### Sequential cells colored by netlist name, run 1

(2 px per µm)
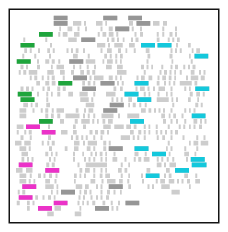
### Clock network drawn from the DEF, run 1

(4 px per µm)
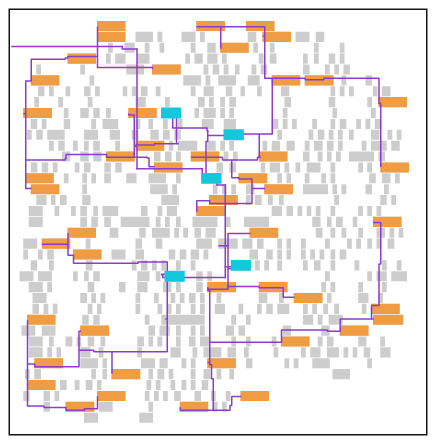
### Signal wires by layer, run 1

(2 px per µm)
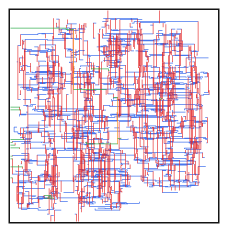
<file path="config.mk">
export PLATFORM = sky130hd
export DESIGN_NAME = eth_pcs_rx_sync_ctrl
export DESIGN_NICKNAME = d
export VERILOG_FILES = /design/src/rtl/eth_pcs_rx_sync_ctrl.sv
export SDC_FILE = /design/constraint.sdc
export NUM_CORES = 1
export LEC_CHECK = 0
export ABC_AREA = 1
export CAP_MARGIN = 20
export CELL_PAD_IN_SITES_DETAIL_PLACEMENT = 1
export CELL_PAD_IN_SITES_GLOBAL_PLACEMENT = 2
export CORE_AREA = 2 2 102 104
export CTS_CLUSTER_DIAMETER = 120
export DETAILED_ROUTE_END_ITERATION = 8
export DIE_AREA = 0 0 104 106
export GPL_ROUTABILITY_DRIVEN = 0
export PLACE_DENSITY = 0.76
export SYNTH_ARGS = -nofsm -noshare
export SYNTH_HDL_FRONTEND = slang
export SYNTH_SLANG_ARGS = --single-unit
</file>
<file path="constraint.sdc">
create_clock -name i_clk -period 2.46 [get_ports i_clk]
set_clock_uncertainty 0.2 [all_clocks]
set_input_delay 0.246 -clock i_clk [delete_from_list [all_inputs] [get_ports i_clk]]
set_output_delay 0.246 -clock i_clk [all_outputs]
set_load 0.005 [all_outputs]
</file>
<file path="src/rtl/eth_pcs_rx_sync_ctrl.sv">
// 10GBASE-R receive block-lock controller and BER monitor.
// Watches 2-bit sync headers from the RX gearbox. While unaligned it asks the
// gearbox for a one-cycle bit slip. It reports block_lock and hi_ber
// downstream, and keeps a saturating count of invalid headers seen while locked.
module eth_pcs_rx_sync_ctrl #(
    parameter int N_LOCK_GOOD = 64,     // good headers to lock; also locked test window
    parameter int N_SLIP_BAD  = 16,     // bad headers per locked window that drop lock
    parameter int SLIP_WAIT   = 4,      // header events ignored after a slip
    parameter int BER_WINDOW  = 19531,  // header events per BER window
    parameter int BER_THRESH  = 16,     // bad headers per BER window for hi_ber
    parameter int W_SYNC      = 2
) (
    input  logic              i_clk,
    input  logic              i_reset,
    input  logic              i_clk_en,
    input  logic              i_grbx_hdr_valid,
    input  logic [W_SYNC-1:0] i_grbx_hdr,
    output logic              o_grbx_slip,
    output logic              o_block_lock,
    output logic              o_hi_ber,
    output logic [7:0]        o_err_cnt
);

    localparam int SH_W   = $clog2(N_LOCK_GOOD + 1);
    localparam int BAD_W  = $clog2(N_SLIP_BAD + 1);
    localparam int WAIT_W = $clog2(SLIP_WAIT + 1);
    localparam int WIN_W  = $clog2(BER_WINDOW + 1);
    localparam int BER_W  = $clog2(BER_THRESH + 1);

    typedef enum logic [1:0] {
        ST_TEST = 2'd0,
        ST_SLIP = 2'd1,
        ST_WAIT = 2'd2
    } state_t;

    state_t             state, state_nxt;
    logic [SH_W-1:0]    sh_cnt, sh_nxt, sh_inc;
    logic [BAD_W-1:0]   bad_cnt, bad_nxt, bad_inc;
    logic [WAIT_W-1:0]  wait_cnt, wait_nxt, wait_inc;
    logic               lock_nxt;

    logic [WIN_W-1:0]   win_cnt, win_nxt, win_inc;
    logic [BER_W-1:0]   ber_cnt, ber_nxt, ber_inc;
    logic               hi_ber_nxt;
    logic               ber_active;

    logic               ev;
    logic               hdr_ok;

    // A header event is a qualified header; nothing advances without one.
    assign ev     = i_clk_en & i_grbx_hdr_valid;
    assign hdr_ok = (i_grbx_hdr == W_SYNC'(1)) || (i_grbx_hdr == W_SYNC'(2));

    assign sh_inc   = sh_cnt + SH_W'(1);
    assign bad_inc  = hdr_ok ? bad_cnt : bad_cnt + BAD_W'(1);
    assign wait_inc = wait_cnt + WAIT_W'(1);

    // Lock FSM next-state: hunt for lock, slip on error, then let the gearbox settle.
    always_comb begin
        state_nxt = state;
        sh_nxt    = sh_cnt;
        bad_nxt   = bad_cnt;
        wait_nxt  = wait_cnt;
        lock_nxt  = o_block_lock;
        case (state)
            ST_TEST: begin
                if (ev) begin
                    if (!o_block_lock) begin
                        // Unlocked: any bad header means the alignment is wrong.
                        if (!hdr_ok) begin
                            state_nxt = ST_SLIP;
                        end else if (sh_inc == SH_W'(N_LOCK_GOOD)) begin
                            lock_nxt = 1'b1;
                            sh_nxt   = '0;
                            bad_nxt  = '0;
                        end else begin
                            sh_nxt = sh_inc;
                        end
                    end else begin
                        // Locked: tolerate some bad headers per window; loss wins a tie.
                        if (bad_inc == BAD_W'(N_SLIP_BAD)) begin
                            lock_nxt  = 1'b0;
                            state_nxt = ST_SLIP;
                        end else if (sh_inc == SH_W'(N_LOCK_GOOD)) begin
                            sh_nxt  = '0;
                            bad_nxt = '0;
                        end else begin
                            sh_nxt  = sh_inc;
                            bad_nxt = bad_inc;
                        end
                    end
                end
            end
            ST_SLIP: begin
                // Exactly one clock, independent of the enable strobe.
                sh_nxt    = '0;
                bad_nxt   = '0;
                wait_nxt  = '0;
                state_nxt = ST_WAIT;
            end
            ST_WAIT: begin
                if (ev) begin
                    if (wait_inc == WAIT_W'(SLIP_WAIT)) begin
                        wait_nxt  = '0;
                        state_nxt = ST_TEST;
                    end else begin
                        wait_nxt = wait_inc;
                    end
                end
            end
            default: begin
                state_nxt = ST_TEST;
                sh_nxt    = '0;
                bad_nxt   = '0;
                wait_nxt  = '0;
                lock_nxt  = 1'b0;
            end
        endcase
    end

    // Lock FSM state and its counters.
    always_ff @(posedge i_clk) begin
        if (i_reset) begin
            state        <= ST_TEST;
            sh_cnt       <= '0;
            bad_cnt      <= '0;
            wait_cnt     <= '0;
            o_block_lock <= 1'b0;
        end else begin
            state        <= state_nxt;
            sh_cnt       <= sh_nxt;
            bad_cnt      <= bad_nxt;
            wait_cnt     <= wait_nxt;
            o_block_lock <= lock_nxt;
        end
    end

    // The slip pulse is registered so it is high only during the SLIP cycle.
    always_ff @(posedge i_clk) begin
        if (i_reset) begin
            o_grbx_slip <= 1'b0;
        end else begin
            o_grbx_slip <= (state_nxt == ST_SLIP);
        end
    end

    // Saturating count of bad headers seen while locked; only reset clears it.
    always_ff @(posedge i_clk) begin
        if (i_reset) begin
            o_err_cnt <= '0;
        end else if (ev && o_block_lock && !hdr_ok && (o_err_cnt != 8'hff)) begin
            o_err_cnt <= o_err_cnt + 8'd1;
        end
    end

    // The BER monitor runs only while lock is held across the edge. The event
    // that acquires lock is not counted, and the event that loses lock clears
    // the monitor at once.
    assign ber_active = o_block_lock & lock_nxt;
    assign win_inc    = win_cnt + WIN_W'(1);
    assign ber_inc    = (!hdr_ok && (ber_cnt != BER_W'(BER_THRESH))) ? ber_cnt + BER_W'(1)
                                                                      : ber_cnt;

    // BER window next-state: hi_ber rises at threshold and clears only at the
    // end of a window that stayed below it.
    always_comb begin
        win_nxt    = win_cnt;
        ber_nxt    = ber_cnt;
        hi_ber_nxt = o_hi_ber;
        if (!ber_active) begin
            win_nxt    = '0;
            ber_nxt    = '0;
            hi_ber_nxt = 1'b0;
        end else if (ev) begin
            if (ber_inc == BER_W'(BER_THRESH)) begin
                hi_ber_nxt = 1'b1;
            end
            if (win_inc == WIN_W'(BER_WINDOW)) begin
                win_nxt = '0;
                ber_nxt = '0;
                if (ber_inc != BER_W'(BER_THRESH)) begin
                    hi_ber_nxt = 1'b0;
                end
            end else begin
                win_nxt = win_inc;
                ber_nxt = ber_inc;
            end
        end
    end

    // BER monitor registers.
    always_ff @(posedge i_clk) begin
        if (i_reset) begin
            win_cnt  <= '0;
            ber_cnt  <= '0;
            o_hi_ber <= 1'b0;
        end else begin
            win_cnt  <= win_nxt;
            ber_cnt  <= ber_nxt;
            o_hi_ber <= hi_ber_nxt;
        end
    end

endmodule

</file>
==> out/metrics.csv, run 1 <==
stage;metric;value;unit
sta;Slew HR;0.411;
worst_setup_path;critical path, cell by cell;ha_1 > nand3_2 > inv_2 > nand2_2 > nor2_4 > nand3_1 > nand2_1 > nand2_1 > nor2_1 > nand2_2 > a22oi_1 > nor2_1;
power_and_ir_drop;pwr/cell area;474;nW/µm²
die;CORE AREA;10000;µm²
placement;port bufs;16;
sta;final hold viol count;0;
die;chip area;11000;µm²
final_layout;nets;563;
worst_setup_path;critical path's slowest cell;dfxtp_2;
clocking;clk sinks;48;
worst_setup_path;Setup crit start kind;flop;
clocking;Clk pin slew, worst setup/hold paths;100;ps
final_layout;design area;3790;µm²
power_and_ir_drop;Max VDD drop;0.000199;V
routing;vias per inst;4.76;
synth;yosys cell count;517;
outcome;outcome;finished clean;
power_and_ir_drop;P_leak;1.49;nW
placement;post-DP HPWL;6670;µm
global_route;first-pass GRT wire length;14900;µm
die;Pre-Place Util;0.322;
global_route;grt met2 use;0.312;
synth;Post-Syn Instances;517;
final_layout;area added between synthesis and finish;17.8;%
sta;Worst-Margin Slew;881;ps
sta;unrepaired setup endpoints after global routing;false;
routing;Wirelength per Cell;13.3;µm
synth;FFs w/ async S/R, synth;0;
synth;syn nets;536;
routing;DRT iter0 DRCs;64;
synth;Yosys Warn Count;0;
die;IO Pins;17;
clocking;TritonCTS clock tree;built;
global_route;largest net degree at the start of global routing;32;
clocking;Post-CTS Setup Inserts;0;
die;std cell rows;37;
global_route;vias in the first global route;3234;
synth;Synth flops;48;
worst_setup_path;Critical path origin;win_cnt[1];
worst_setup_path;critical path's top delay family;simple AND/OR/NAND/NOR gates;
final_layout;n_diodes;0;
global_route;Top Usage Layer GRT;met2;
synth;Synth Cell Area;3220;µm²
sta;pins over their slew limit;0;
synth;cell taking the most area after synthesis;dfxtp_1;
sta;Final TNS setup;0;ps
worst_setup_path;Req. time, crit path;2460;ps
About 'Sequential cells colored by netlist name':
color	signal	placed flops
magenta	o_err_cnt	8
green	sh_cnt	7
cyan	win_cnt	15
not colored	18

About 'Clock network drawn from the DEF':
[orange] flip-flops | count: 48
[cyan] cells driving clock nets | count: 5
[purple] clock wires | length: 815 µm
routed clock nets	6
Latency at later pin: 310 ps
Clk power: 0.657 mW

About 'Signal wires by layer':
color	layer	wire length
blue	met1	4180 µm
red	met2	4700 µm
green	met3	119 µm
orange	met4	53.0 µm
DR vias: 3241
gr usage total: 0.163

run 1: metal layers:
metal,vias to the layer above,wire (µm),share of wire
met1,1523,4180,0.46
met3,5,119,0.013
met2,24,4700,0.52
li1,1689,-,-
met4,0,53,0.0059
met5,-,0,0
run 1: cells by family after synthesis:
| family | share of synthesized area |
|---|---|
| AND/OR/NAND/NOR | 0.421 |
| adder cells (fa/ha/maj) | 0.0506 |
| XOR/XNOR | 0.0191 |
| buffers and inverters | 0.109 |
| flip-flops | 0.299 |
| AND-OR/OR-AND | 0.102 |
run 1: state kept, by name, indices dropped and copies added (netlist names):
signal        count
ber_cnt           5
state             2
win_cnt          15
wait_cnt          3
o_block_lock      1
o_grbx_slip       1
o_hi_ber          1
sh_cnt            7
o_err_cnt         8
bad_cnt           5
run 1: report_power, final:
part / total [mW] / switching (mW) / internal [mW]
combinational: 0.306 / 0.192 / 0.114
sequential: 0.833 / 0.0281 / 0.804
clock: 0.657 / 0.298 / 0.360
total: 1.80 / 0.518 / 1.28
run 1: what timing repair did:
item / 4_1_cts / 5_1_grt
hold buffers: 0 / 0
gates resized: 1 / 8
endpoints found under the hold margin: 0 / 0
pin swaps: 0 / 2
endpoints found under the setup margin: 2 / 21
gates cloned: 0 / 3
run 1: stage by stage:
stage	cells	util	total power, mW	setup WS, ps	hold slack, ps
finish	681	0.379	1.80	229	290
global route	681	0.379	1.90	5.35	316
CTS	678	0.372	1.81	20.2	294
detailed placement	670	0.359	1.14	-19.2	278
global placement	670	0.359	1.14	69.3	262
floorplan	517	-	1.04	497	232
run 1: synth_stat cells (8+ instances only):
master   instances
nand2_2          8
o21ai_0         14
nor3_1           9
o21ai_1          8
nand3_1         45
nor2_2          17
nand2_1        125
nor2_1          77
ha_1            13
inv_1           69
dfxtp_1         48
a21oi_1         26
run 1: tightest hold or removal path, stage by stage, from the launching register on:
cell,delay (ps)
dfxtp_1,320
inv_1,70
a21oi_1,60
run 1: cell usage in the layout (no fill, tap or decap):
master           instances
a22oi_1                  7
xnor2_1                  4
buf_4                   10
a31oi_1                  1
inv_2                    2
nor3_1                   9
nor2_1                  76
nor2_4                   4
ha_1                    13
dfxtp_2                  1
o21ai_1                  8
nor3b_1                  1
o211ai_1                 2
nor3_2                   1
or2_4                    1
nand3b_1                 2
o21ai_0                 14
and2_1                   2
nand2_4                  1
buf_12                   1
nand3_4                  4
bufinv_16                1
nor2_2                  17
nand3_1                 43
nand2_2                  7
o21bai_1                 1
xor2_1                   3
nand2_1                125
inv_1                   69
clkdlybuf4s50_1         16
nand4_1                  7
a21oi_1                 26
clkinv_1                 7
a211oi_1                 1
clkbuf_8                 7
dfxtp_1                 47
nand3_2                  4
run 1: path summary, 6_finish.rpt:
path                       to  slack [ps]  cells past startpoint
setup / recovery  win_cnt[11]         230                     12
hold / removal      sh_cnt[6]         290                      2
setup reg to reg  win_cnt[11]         230                     12
hold reg to reg     sh_cnt[6]         290                      2
run 1: layout make-up:
class,count,area (µm²)
well taps,136,170
multi-input cells,384,1980
repair buffers,27,255
clock inverters,1,30.0
clock buffers,7,96.3
fillers,1355,6210
flip-flops and latches,48,962
inverters,78,293
## Run 2: what changed since run 1
Settings changed: CORE_AREA 2 2 102 104 to 2 2 101 103, CTS_BUF_LIST set to sky130_fd_sc_hd__clkbuf_4, DIE_AREA 0 0 104 106 to 0 0 103 105, PLACE_DENSITY 0.76 to 0.78.
### The metal 3 layer, run 2

(3 px per µm) Cells faint in the background.
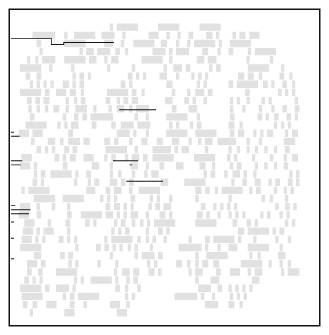
share of all routed wire	1.1%
longest straight run	16.6 µm
main direction	horizontal
nets with wire on the layer	12

### Clock network drawn from the DEF, run 2

(4 px per µm)
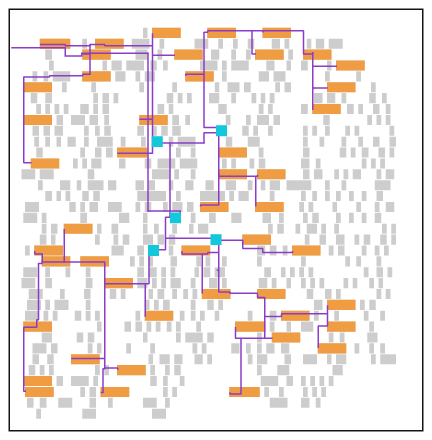
[cyan] cells driving clock nets | count: 5
[orange] flip-flops | count: 48
[purple] clock wires | length: 696 µm
routed clock nets	6
flops lie	spread over the die

==> run 2 against run 1 <==
Compared with the run above: wire length is 6.4% lower; largest cell class unchanged; synthesized cell count is the same; setup slack got worse by 17 ps.
==> out/metrics.csv, run 2 <==
stage;metric;value;unit;change
outcome;outcome;finished clean;;
power_and_ir_drop;Seq pwr share;0.558;;+0.095
clocking;# hold bufs at CTS;0;;unchanged
clocking;PostCTS Resize Cnt;0;;-1
synth;FFs w/ async S/R, synth;0;;unchanged
final_layout;area added between synthesis and finish;14.0;%;
power_and_ir_drop;cell internal pwr;1.05;mW;-18%
die;CORE AREA;9640;µm²;-3.6%
sta;Final TNS setup;0;ps;unchanged
placement;post-DP HPWL;6620;µm;-0.65%
power_and_ir_drop;Comb pwr share;0.191;;+0.020
die;std cell rows;36;;-2.7%
placement;port bufs;16;;unchanged
clocking;Latency at later pin;350;ps;+40 ps
die;Pre-Place Util;0.334;;+0.0120
sta;Slew HR;0.683;;+0.272
synth;Synth Cell Area;3220;µm²;unchanged
synth;cell taking the most area after synthesis;dfxtp_1;;
final_layout;max reg flops;15;;unchanged
sta;pins over their slew limit;0;;unchanged
synth;Yosys Warn Count;0;;unchanged
final_layout;nets;560;;-0.53%
clocking;TritonCTS clock tree;built;;
sta;Worst Hold Slack;289;ps;-1.16 ps
synth;syn nets;536;;unchanged
final_layout;fill count;1327;;-2.1%
global_route;largest net degree at the start of global routing;28;;-13%
final_layout;commonest non-fill, non-tap cells in the layout;nand2_1 (125), nor2_1 (76), inv_1 (69), nand3_1 (44), dfxtp_1 (44);;
synth;Synth flops;48;;unchanged
placement;cell count after placement;666;;-0.60%
worst_setup_path;Req. time, crit path;2520;ps;+60 ps
routing;uppermost routed layer;met4;;
power_and_ir_drop;Max VDD drop;0.000229;V;+15%
global_route;gr usage total;0.166;;+0.00271
routing;DRT iter0 DRCs;54;;-16%
final_layout;n_diodes;0;;unchanged
synth;yosys cell count;517;;unchanged
global_route;vias in the first global route;3289;;+1.7%
final_layout;Commonest Layout Cell;nand2_1;;
sta;Worst-Margin Slew;474;ps;-406 ps
synth;count leader, synth;nand2_1;;
==> run 2: cell count changes in the layout (fill, tap and decap cells not counted), moves of 2 or more <==
cell      delta
clkbuf_8     -7
dfxtp_2      +3
nand3_4      -2
dfxtp_1      -3
clkbuf_4     +7
==> run 2: through the flow <==
stage	util	setup WS [ps]	power, mW	cell area, µm²
after floorplan	-	497	1.04	3220
after global placement	0.371	25.7	1.13	3570
after detailed placement	0.371	-44.0	1.14	3570
after CTS	0.377	31.2	1.54	3630
after global routing	0.380	13.1	1.61	3670
final	0.380	212	1.50	3670
==> run 2: power groups by stage <==
stage	sequential (mW)	clock (mW)	combinational, mW
detailed placement	0.853	0	0.285
finish	0.836	0.378	0.286
floorplan	0.847	0	0.191
CTS	0.836	0.414	0.286
global placement	0.852	0	0.280
global route	0.843	0.438	0.332
==> run 2: final timing paths <==
kind,slack [ps],to,cells past startpoint,from
worst max-delay path,210,win_cnt[0],13,win_cnt[0]
worst min-delay path,290,sh_cnt[6],2,sh_cnt[6]
worst max register to register,210,win_cnt[0],13,win_cnt[0]
worst min register to register,290,sh_cnt[6],2,sh_cnt[6]
==> run 2: final cells by class <==
type	instances	area [µm²]	area share
timing repair buffer	26	248	0.0676
clock buffer	7	52.6	0.0143
clock inverter	1	3.75	0.00102
sequential	48	966	0.263
inverter	78	293	0.0799
multi-input combinational	382	1940	0.528
tap	133	166	0.0454
==> run 2: cell families (layout without fill, tap and decap cells) <==
kind of cell | count (synthesis) | in the layout | share of synthesized area
AND/OR/NAND/NOR | 301 | 302 | 0.421
buffers and inverters | 88 | 112 | 0.109
AND-OR/OR-AND | 60 | 60 | 0.102
flip-flops | 48 | 48 | 0.299
adder cells (fa/ha/maj) | 13 | 13 | 0.0506
XOR/XNOR | 7 | 7 | 0.0191
==> run 2: per-layer routing <==
layer  up-vias  GRT usage
met5         -          0
met2        16      0.312
met3         4     0.0181
li1       1676          -
met1      1532      0.201
met4         0     0.0282
==> run 2: critical path, delay by kind of cell (launching register included) <==
family	cells	cell delay (ps)
AND/OR/NAND/NOR	11	1120
flip-flops	1	370
adder cells (fa/ha/maj)	1	240
XOR/XNOR	1	240
Power is estimated from default activity; no workload was simulated.
